[config.mk]
export PLATFORM = sky130hd
export DESIGN_NAME = lv_reg_arb
export DESIGN_NICKNAME = d
export VERILOG_FILES = /design/src/rtl/lv_pkg.sv /design/src/rtl/lv_rr_arb.sv /design/src/rtl/lv_reg_arb.sv
export SDC_FILE = /design/constraint.sdc
export NUM_CORES = 1
export LEC_CHECK = 0
export ABC_CLOCK_PERIOD_IN_PS = 4600
export CAP_MARGIN = 30
export CORE_UTILIZATION = 40
export CTS_CLUSTER_DIAMETER = 120
export DETAILED_ROUTE_END_ITERATION = 10
export PLACE_DENSITY = 0.75
export SLEW_MARGIN = 20
export SYNTH_ARGS = -nofsm -noshare
export SYNTH_HDL_FRONTEND = slang
export SYNTH_SLANG_ARGS = --single-unit
[constraint.sdc]
create_clock -name i_clk -period 4.6 [get_ports i_clk]
set_input_delay 0.46 -clock i_clk [delete_from_list [all_inputs] [get_ports i_clk]]
set_output_delay 0.46 -clock i_clk [all_outputs]
set_load 0.01 [all_outputs]
[src/rtl/lv_pkg.sv]
// Shared types and constants for the LV register-bank arbiter.
package lv_pkg;

  // Arbiter FSM states
  typedef enum logic [1:0] {
    StIdle = 2'd0,
    StAcc  = 2'd1,
    StRsp  = 2'd2
  } lv_reg_arb_st_e;

  localparam int unsigned LV_REG_ADDR_W      = 7;
  localparam int unsigned LV_REG_DATA_W      = 8;
  localparam int unsigned LV_REG_ARB_NUM_REQ = 3;

  // Requester indices on the register bank
  localparam int unsigned LV_REQ_SPI  = 0;
  localparam int unsigned LV_REQ_ISO  = 1;
  localparam int unsigned LV_REQ_BIST = 2;

endpackage

[src/rtl/lv_rr_arb.sv]
// Combinational round-robin picker: the first set request after 'last' wins.
module lv_rr_arb #(
  parameter int unsigned N     = 3,
  parameter int unsigned IDX_W = 2
) (
  input  logic [N-1:0]     req,
  input  logic [IDX_W-1:0] last,
  output logic [N-1:0]     gnt,
  output logic [IDX_W-1:0] idx
);

  int unsigned k;

  // Scan from lowest to highest priority so the highest-priority hit is written last
  always_comb begin
    gnt = '0;
    idx = '0;
    k   = 0;
    for (int i = int'(N); i >= 1; i--) begin
      k = (32'(last) + 32'(i)) % N;
      if (req[k]) begin
        gnt    = '0;
        gnt[k] = 1'b1;
        idx    = IDX_W'(k);
      end
    end
  end

endmodule

[src/rtl/lv_reg_arb.sv]
// Register-bank arbiter: round-robin access from NUM_REQ requesters to one
// register file, IDLE -> ACC -> RSP per access.
// Optional access timeout enabled by defining LV_REG_ARB_TMO_EN.
module lv_reg_arb
  import lv_pkg::*;
#(
  parameter int unsigned NUM_REQ = LV_REG_ARB_NUM_REQ,
  parameter int unsigned ADDR_W  = LV_REG_ADDR_W,
  parameter int unsigned DATA_W  = LV_REG_DATA_W,
  parameter int unsigned TMO_CYC = 255
) (
  input  logic                      i_clk,
  input  logic                      i_rst,
  input  logic [NUM_REQ-1:0]        i_req,
  input  logic [NUM_REQ-1:0]        i_wr,
  input  logic [NUM_REQ*ADDR_W-1:0] i_addr,
  input  logic [NUM_REQ*DATA_W-1:0] i_wdata,
  output logic [NUM_REQ-1:0]        o_gnt,
  output logic [NUM_REQ-1:0]        o_ack,
  output logic [DATA_W-1:0]         o_rdata,
  output logic                      o_rf_req,
  output logic                      o_rf_wr,
  output logic [ADDR_W-1:0]         o_rf_addr,
  output logic [DATA_W-1:0]         o_rf_wdata,
  input  logic                      i_rf_ack,
  input  logic [DATA_W-1:0]         i_rf_rdata,
  output logic                      o_tmo_err,
  output logic                      o_busy
);

  localparam int unsigned IDX_W = (NUM_REQ > 1) ? $clog2(NUM_REQ) : 1;

  lv_reg_arb_st_e   state;
  logic [IDX_W-1:0] last_ptr;
  logic [IDX_W-1:0] win_idx;
  logic [IDX_W-1:0] pick_idx;
  logic [NUM_REQ-1:0] pick_gnt;
  logic             tmo_hit;

  lv_rr_arb #(
    .N     (NUM_REQ),
    .IDX_W (IDX_W)
  ) u_rr_arb (
    .req  (i_req),
    .last (last_ptr),
    .gnt  (pick_gnt),
    .idx  (pick_idx)
  );

`ifdef LV_REG_ARB_TMO_EN
  logic [7:0] tmo_cnt;
  logic       tmo_err;

  // Count ACC cycles; zero outside ACC so every access starts from 0
  always_ff @(posedge i_clk or posedge i_rst) begin
    if (i_rst) begin
      tmo_cnt <= '0;
    end else if (state == StAcc) begin
      tmo_cnt <= tmo_cnt + 8'd1;
    end else begin
      tmo_cnt <= '0;
    end
  end

  // Timeout fires in the TMO_CYC-th ACC cycle
  assign tmo_hit   = (state == StAcc) && (tmo_cnt == 8'(TMO_CYC - 1));
  assign o_tmo_err = tmo_err;
`else
  assign tmo_hit   = 1'b0;
  assign o_tmo_err = 1'b0;
`endif

  // Arbitration FSM with registered outputs
  always_ff @(posedge i_clk or posedge i_rst) begin
    if (i_rst) begin
      state      <= StIdle;
      last_ptr   <= IDX_W'(NUM_REQ - 1);
      win_idx    <= '0;
      o_gnt      <= '0;
      o_ack      <= '0;
      o_rdata    <= '0;
      o_rf_req   <= 1'b0;
      o_rf_wr    <= 1'b0;
      o_rf_addr  <= '0;
      o_rf_wdata <= '0;
      o_busy     <= 1'b0;
`ifdef LV_REG_ARB_TMO_EN
      tmo_err    <= 1'b0;
`endif
    end else begin
      o_ack <= '0;
`ifdef LV_REG_ARB_TMO_EN
      tmo_err <= 1'b0;
`endif
      unique case (state)
        StIdle: begin
          if (|i_req) begin
            state      <= StAcc;
            win_idx    <= pick_idx;
            o_gnt      <= pick_gnt;
            o_rf_req   <= 1'b1;
            o_rf_wr    <= i_wr[pick_idx];
            o_rf_addr  <= i_addr[pick_idx*ADDR_W +: ADDR_W];
            o_rf_wdata <= i_wdata[pick_idx*DATA_W +: DATA_W];
            o_busy     <= 1'b1;
          end
        end
        StAcc: begin
          // An ack in the timeout cycle takes precedence over the timeout
          if (i_rf_ack || tmo_hit) begin
            state    <= StRsp;
            o_rf_req <= 1'b0;
            o_ack    <= o_gnt;
            o_rdata  <= (i_rf_ack && !o_rf_wr) ? i_rf_rdata : '0;
`ifdef LV_REG_ARB_TMO_EN
            tmo_err  <= !i_rf_ack;
`endif
          end
        end
        StRsp: begin
          state    <= StIdle;
          o_gnt    <= '0;
          o_rdata  <= '0;
          o_busy   <= 1'b0;
          last_ptr <= win_idx;
        end
        default: begin
          state <= StIdle;
        end
      endcase
    end
  end

endmodule

==> summary.txt <==
flow finished, numbers: CP Depth=7, core area=5920 um2, largest net degree at the start of global routing=39, Multi-input gate area=1370 um2, aoi share=0.207, Critical Path Start Type=register, Leak Pwr=1.40 nW, Setup violations, final=0, Worst Hold Class=register to register, Clk pin slew, worst setup/hold paths=80 ps, Placed Cells=414, # fillers=536, Biggest consumer=combinational cells, vias post-DR=2297, met3 WL=335 um, Post-synth top cells=dfrtp_1 (37), nand2b_1 (27), nand3_1 (27), R2R Setup Slk=1860 ps, Comb pwr share=0.652, main flop type=dfrtp_1, mean area per synthesized cell=9.30 um2, flop count=38, post-synth top area cell=dfrtp_1, routability cong.=0.822, reg-to-reg startpoint=last_ptr[1], total net switching power=1.10 mW, first-pass GRT wire length=10400 um, GR met1 Demand/Resource=0.270, Netlist cell types=39, Top cell excl fill/tap=clkdlybuf4s50_1, biggest area cells=dfrtp_1 (38%), nand2b_1 (6.9%), a2bb2oi_1 (5.7%), sequential share of power=0.249, post-detail-place hpwl=4570 um, Initial Utilization=0.413, Final Hold Fails=0, Worst path top cell family by delay=AND-OR/OR-AND gates, NumNets Final=412, minimum clock period=2740 ps, layout cell share with drive strength beyond 1=0.0893, n_diodes=0, largest fanout on the critical path=17, Final ANT Viol Nets=0, Net Sw Frac=0.449, unrepaired setup endpoints after global routing=false, wire length per cell=15.2 um, fin. max-slew vios=0, Netlist Area Pre-Place=2450 um2, final hold slack=485 ps, sequential power=0.606 mW, vias in the first global route=2220, CP max-delay cell=o311a_1, sequential area share after synthesis=0.389, fraction of area in registers=0.271, tool warnings=29, cell row count=28, final core utilization=0.593, number of logic gates=197, CTS H-tree depth=2, CP arrival=2970 ps, Place WS=1810 ps, CTS Hold Bufs=0, type of the worst setup path=register to register, Chip Area, Yosys=2450 um2, CP cell instances=inv_1 -> ha_1 -> mux2_4 -> mux2i_4 -> o311a_1 -> o2111ai_1 -> nand3_1, Synthesis Warnings=0, Post-synth EDFFs=0, Synth top cell by count=dfrtp_1, inverters=5, Post-Syn Nets=329, post-route cell area=3510 um2, Top logic family=simple AND/OR/NAND/NOR gates, critical path data required time=4830 ps, post-route setup TNS=0 ps, reg-to-reg endpoint=o_rf_addr[1], GR met2 Demand/Resource=0.356, status=completed, Worst path max stage delay=810 ps, Power Density=694 nW/um2, fa+ha+maj area frac=0.0205, CTS max path bufs=2, R2R depth=7, async set-reset flop share out of synthesis=1.00, post-layout period usage=0.595, Setup crit end kind=register, clock root cell=clkbuf_8, final non-filler cell total=422, max-cap violation count=0, routed wire length=6430 um, maximum achievable frequency=365 MHz, Syn Inst Count=263, placed cell area=3420 um2, I/O pins=95, CP endpoint=o_rf_addr[1], Logic power comb=1.59 mW
The clock network:
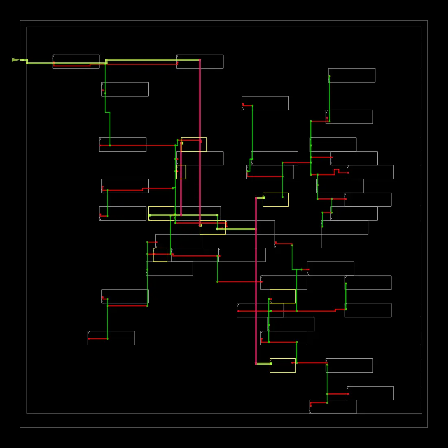
Layout clock buffers: 6
Insertion Delay late pin: 290 ps
TritonCTS Buffers: 5
Sink Count: 38
skew final: 10.3 ps

Routed clock nets over the placement:
The bar under the picture is 20 um long.
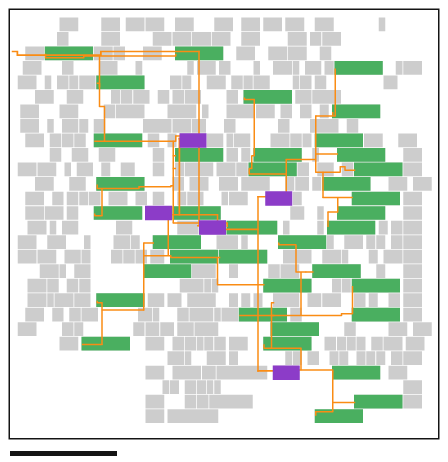
Green stands for flip-flops, count 38. Purple stands for clock-net drivers, count 5. Orange stands for clock wires, length 513 um.
There are 6 routed clock nets.
Clk pwr share: 0.099
Clock group: 0.243 mW

Register map, names as in the netlist:
Other sequential cells in the stronger gray, the rest of the logic in the fainter gray.
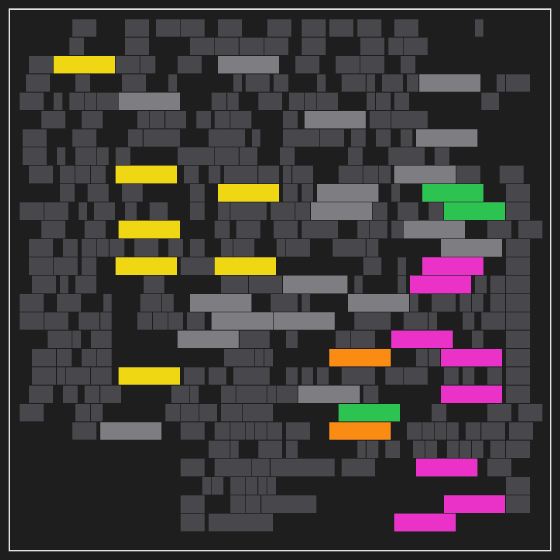
Magenta stands for o_rdata, flops 8. Orange stands for state, flops 2. Green stands for o_ack, flops 3. Yellow stands for o_rf_addr, flops 7.
Another 18 sequential cells are not colored.

Power and IR drop assume default switching activity.
